`src/rtl/fp16_mul_post.sv`:
```
// fp16_mul_post: two-stage post-processing for an FP16 multiplier.
//   Stage 1 resolves the Booth/Wallace sum/carry vectors into a 22-bit product and registers
//   the product, the unbiased-then-rebiased exponent, the sign and a special-case code.
//   Stage 2 normalizes, rounds to nearest-even, applies overflow/flush-to-zero and special
//   overrides, then registers the packed binary16 result.
//   A valid/ready handshake runs across both stages, so there is one result per cycle with no
//   backpressure and at most two entries are in flight.
//
// Ports:
//   clk, rst              clock (rising edge), synchronous active-high reset
//   in_valid, in_ready    upstream handshake (in_ready is combinational)
//   so, co                22-bit sum/carry vectors of the 1.10 x 1.10 mantissa product
//   sign_a/b, exp_a/b     operand signs and biased exponents (bias 15)
//   cls_a/b               operand class: 00 normal, 01 zero, 10 inf, 11 NaN
//   out_valid, out_ready  downstream handshake
//   result                IEEE binary16 product
//   flags                 {ovf, unf, inx}; exists only when FP16_MUL_FLAGS_EN is defined
//
// Build option: define FP16_MUL_FLAGS_EN to add the flags port and its logic.

module fp16_mul_post (
  input  logic        clk,
  input  logic        rst,
  input  logic        in_valid,
  output logic        in_ready,
  input  logic [21:0] so,
  input  logic [21:0] co,
  input  logic        sign_a,
  input  logic        sign_b,
  input  logic [4:0]  exp_a,
  input  logic [4:0]  exp_b,
  input  logic [1:0]  cls_a,
  input  logic [1:0]  cls_b,
  output logic        out_valid,
  input  logic        out_ready,
  output logic [15:0] result
`ifdef FP16_MUL_FLAGS_EN
  ,
  output logic [2:0]  flags
`endif
);

  typedef enum logic [1:0] {SpNone, SpNan, SpInf, SpZero} spec_e;

  // Pipeline control
  logic v1_q, v2_q;
  logic adv1, adv2;

  assign adv2     = !v2_q || out_ready;
  assign adv1     = !v1_q || adv2;
  assign in_ready = adv1;

  // Stage 1 next-state
  logic [21:0] p_d;
  logic [7:0]  e_d;
  logic        s_d;
  spec_e       spec_d;
  logic        any_nan, any_inf, any_zero;

  assign p_d      = so + co;
  // Range is -15..47, which fits an 8-bit two's complement value.
  assign e_d      = {3'b000, exp_a} + {3'b000, exp_b} - 8'd15;
  assign s_d      = sign_a ^ sign_b;
  assign any_nan  = (cls_a == 2'b11) || (cls_b == 2'b11);
  assign any_inf  = (cls_a == 2'b10) || (cls_b == 2'b10);
  assign any_zero = (cls_a == 2'b01) || (cls_b == 2'b01);

  always_comb begin
    spec_d = SpNone;
    if (any_nan || (any_inf && any_zero)) spec_d = SpNan;
    else if (any_inf)                     spec_d = SpInf;
    else if (any_zero)                    spec_d = SpZero;
  end

  // Stage 1 registers
  logic [21:0]       p1_q;
  logic signed [7:0] e1_q;
  logic              s1_q;
  spec_e             spec1_q;

  // Stage 2 combinational normalize / round / pack
  logic              [9:0]  mant;
  logic              [10:0] mant_r;
  logic                     g, st, inc;
  logic signed       [9:0]  e_n;
  logic                     ovf, flush;
  logic              [15:0] res_d;

  always_comb begin
    mant = p1_q[19:10];
    g    = p1_q[9];
    st   = |p1_q[8:0];
    e_n  = {{2{e1_q[7]}}, e1_q};
    if (p1_q[21]) begin
      mant = p1_q[20:11];
      g    = p1_q[10];
      st   = |p1_q[9:0];
      e_n  = e_n + 10'sd1;
    end
    inc    = g && (st || mant[0]);
    mant_r = {1'b0, mant} + {10'd0, inc};
    // A rounding carry leaves mant_r[9:0] all zero, i.e. mantissa 0 at the next exponent.
    if (mant_r[10]) e_n = e_n + 10'sd1;
    ovf   = (e_n >= 10'sd31);
    flush = !ovf && (e_n <= 10'sd0);

    if (ovf)        res_d = {s1_q, 5'h1f, 10'h000};
    else if (flush) res_d = {s1_q, 15'h0000};
    else            res_d = {s1_q, e_n[4:0], mant_r[9:0]};

    unique case (spec1_q)
      SpNan:   res_d = 16'h7e00;
      SpInf:   res_d = {s1_q, 15'h7c00};
      SpZero:  res_d = {s1_q, 15'h0000};
      default: ;
    endcase
  end

`ifdef FP16_MUL_FLAGS_EN
  logic [2:0] flags_d;
  logic [2:0] flags_q;
  logic       unf;

  always_comb begin
    unf     = flush && (|p1_q);
    flags_d = 3'b000;
    // Flags describe the arithmetic path only; special overrides are exact.
    if (spec1_q == SpNone) flags_d = {ovf, unf, g || st || ovf || unf};
  end

  assign flags = flags_q;
`endif

  logic [15:0] res_q;

  always_ff @(posedge clk) begin
    if (rst) begin
      v1_q    <= 1'b0;
      v2_q    <= 1'b0;
      p1_q    <= 22'd0;
      e1_q    <= 8'sd0;
      s1_q    <= 1'b0;
      spec1_q <= SpNone;
      res_q   <= 16'h0000;
`ifdef FP16_MUL_FLAGS_EN
      flags_q <= 3'b000;
`endif
    end else begin
      if (adv1) begin
        v1_q <= in_valid;
        if (in_valid) begin
          p1_q    <= p_d;
          e1_q    <= e_d;
          s1_q    <= s_d;
          spec1_q <= spec_d;
        end
      end
      if (adv2) begin
        v2_q <= v1_q;
        if (v1_q) begin
          res_q <= res_d;
`ifdef FP16_MUL_FLAGS_EN
          flags_q <= flags_d;
`endif
        end
      end
    end
  end

  assign out_valid = v2_q;
  assign result    = res_q;

endmodule
```
`config.mk`:
```
export PLATFORM = sky130hd
export DESIGN_NAME = fp16_mul_post
export DESIGN_NICKNAME = d
export VERILOG_FILES = /design/src/rtl/fp16_mul_post.sv
export SDC_FILE = /design/constraint.sdc
export NUM_CORES = 1
export LEC_CHECK = 0
export CAP_MARGIN = 20
export CORE_MARGIN = 2
export CORE_UTILIZATION = 45
export CTS_CLUSTER_DIAMETER = 40
export DETAILED_ROUTE_END_ITERATION = 10
export GPL_TIMING_DRIVEN = 0
export PLACE_DENSITY = 0.72
export SLEW_MARGIN = 30
export SYNTH_ARGS = -nofsm -noshare
export SYNTH_HDL_FRONTEND = slang
export SYNTH_SLANG_ARGS = --single-unit
```
`constraint.sdc`:
```
create_clock -name clk -period 5.1 [get_ports clk]
set_input_delay 0.765 -clock clk [delete_from_list [all_inputs] [get_ports clk]]
set_output_delay 0.765 -clock clk [all_outputs]
set_load 0.05 [all_outputs]
```
Ports around the boundary:
Pins as bars across the die edge, other pins in gray.
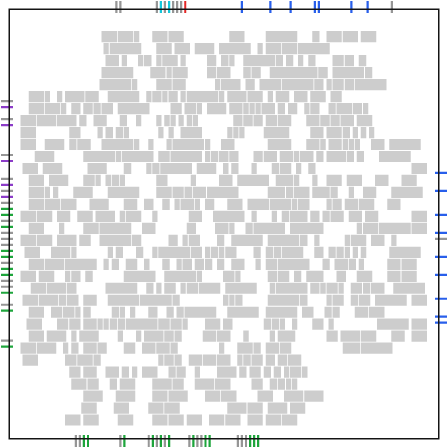
color	port	pins	direction	edge
blue	result	16	output	9 east, 7 north
purple	exp_a	5	input	west
red	in_ready	1	output	north
green	so	22	input	12 south, 10 west
cyan	cls_b	2	input	north
all pins by edge	30 west, 24 south, 18 north, 10 east
port buffer count: 80
Die Y-Extent: 97.2 um
die width: 97.2 um

Clock network drawn from the DEF:
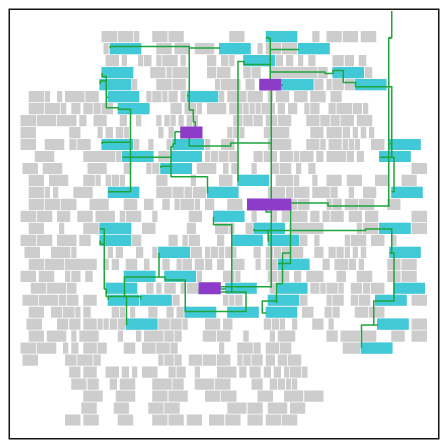
[green] clock wires | length: 648 um
[cyan] flip-flops | count: 50
[purple] clock-net drivers | count: 5
routed clock nets	6

Port wiring:
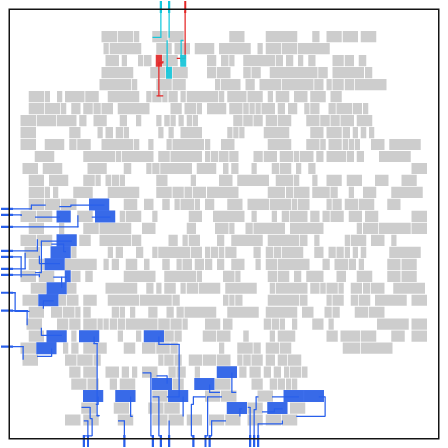
color	port	bits	direction	edge	end cells	wire
red	in_ready	1	output	north	1	22.7 um
blue	so	22	input	12 south, 10 west	23	345 um
cyan	cls_b	2	input	north	2	26.1 um

Metal layers overlaid:
Scale bar: 20 um.
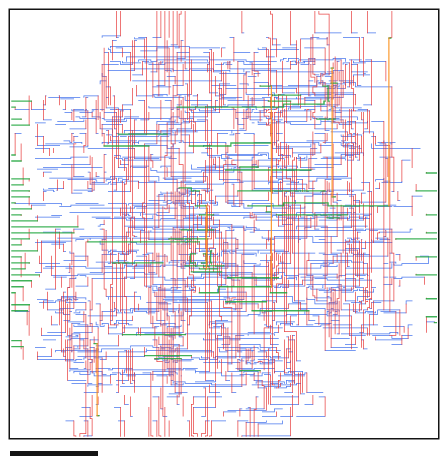
color	layer	wire length
green	M3	533 um
blue	M1	4730 um
orange	M4	144 um
red	M2	4680 um
Wirelength per Cell: 14.8 um
Routed WL: 10100 um
total track usage: 0.214
Via Count: 3898

==> sequential cells by signal, indices dropped and copies added, names as in the netlist <==
signal	count
p1_q	22
v1_q	1
s1_q	1
spec1_q	2
e1_q	7
out_valid	1
result	16
==> cells by family after synthesis <==
logic type      synth area share
fa+ha+maj                  0.129
mux                       0.0266
flops                      0.256
compound gates             0.257
simple gates               0.220
buf+inv                   0.0445
xor+xnor                  0.0672
==> final timing paths <==
check / startpoint / end / slack, ns / cells past startpoint
worst max-delay path: p1_q[21] / result[4] / 0.46 / 15
worst min-delay path: result[15] / result[15] / 0.46 / 2
worst max register to register: p1_q[21] / result[4] / 0.46 / 15
worst min register to register: result[15] / result[15] / 0.46 / 2
==> report_power, final <==
group,total (W),internal [W],switching (W)
logic,0.000410,0.000189,0.000221
clock network,0.000291,0.000157,0.000133
registers,0.000450,0.000421,0.0000290
==> layout by cell type (no fill, tap or decap), types with 4 or more instances in the layout <==
cell / instances
clkdlybuf4s50_1: 80
nand2_1: 55
dfxtp_1: 50
a21oi_1: 47
nor2_1: 38
ha_1: 37
inv_1: 21
xnor2_1: 21
clkbuf_1: 17
nand3_1: 13
a211oi_1: 13
o21ai_0: 12
a21o_1: 10
nand4_1: 9
xor2_1: 9
nand2b_1: 8
nor3_1: 8
nor2b_1: 7
o211ai_1: 7
mux2i_1: 7
a31oi_1: 7
a22o_1: 7
o21a_1: 6
clkbuf_8: 6
and3_1: 4
==> layer usage <==
metal | up-vias | global-route usage | wire length (um)
met5 | - | 0 | 0
met2 | 123 | 0.363 | 4680
met4 | 0 | 0.0585 | 143
met3 | 12 | 0.0288 | 533
li1 | 1970 | - | -
met1 | 1793 | 0.285 | 4730
==> stage by stage <==
step	util	cells	setup slack, ns	cell area [um2]
2_1_floorplan	-	487	1.10	3910
3_3_place_gp	0.583	672	0.415	4840
3_5_place_dp	0.583	672	0.298	4840
4_1_cts	0.597	679	0.277	4950
5_1_grt	0.597	679	0.0881	4950
6_report	0.597	679	0.464	4950
==> worst max-delay path: stages (launching register included) <==
cell and delay, ns:
dfxtp_1 0.38, buf_4 0.19, clkbuf_1 0.37, clkbuf_2 0.34
clkbuf_1 0.44, nand2_1 0.14, a21boi_0 0.20, ha_1 0.27
and4_4 0.27, nand4_4 0.17, or3_4 0.46, nor3_4 0.21
a31o_2 0.24, nand4_1 0.15, nor3_2 0.50, a32o_1 0.24
==> repair_timing <==
item | in CTS | in global routing
hold endpoints to repair | 0 | 0
resized | 0 | 2
endpoints found under the setup margin | 0 | 10
==> layout make-up <==
class                      count  area share
clock inverter                 1     0.00606
multi-input combinational    393       0.552
timing repair buffer          80       0.162
inverter                      21      0.0159
tap                          105      0.0265
buffer                        23      0.0194
sequential                    50       0.202
clock buffer                   6      0.0167
==> Changelog: implementation <==
### Metrics

- Crit path kind: reg -> reg
- Total clock sinks: 50
- Row count: 33
- CP Max Fanout: 10
- Postcts setup bufs: 0
- Iter 0 DRT Violations: 166
- Status: completed
- Ys Warns: 0
- Clk latency late pin: 0.31 ns
- Core Area: 0.00830 mm2
- DRT antenna net count: 0
- First-pass GRT wire length: 17100 um
- Net count, final: 677
- Vias per cell: 5.74
- Vias in the first global route: 3750
- Top cell type's share of synthesized area: 0.256
- CTS tree: yes
- Root Driver: clkbuf_8
- Syn Nets: 590
- Fraction of layout instances using a drive strength above 1: 0.0540
- Synth Seq Share: 0.256
- Max VDD drop: 0.130 mV
- Mapped cell area: 0.00391 mm2
- Flops out of synthesis: 50
- Worst-path clk slew: 0.09 ns
- Area Growth Syn to Fin: 26.8%
- Pwr Density: 232 mW/mm2
- Aggregate global routing overflow: 0
- Post-synth EDFFs: 0
- Worst Tran Pin Value: 0.625 ns
- Setup TNS Final: 0 ns
- CTS buffer count: 5
- Fmax: 216 MHz
- I/O pin cnt: 82
- Setup crit end kind: flop
- Pre-Place Util: 0.471
- Slew Limit Headroom: 0.572
- Logic area: 0.00273 mm2
No activity file was given, so power comes from the tool's default toggle rates.
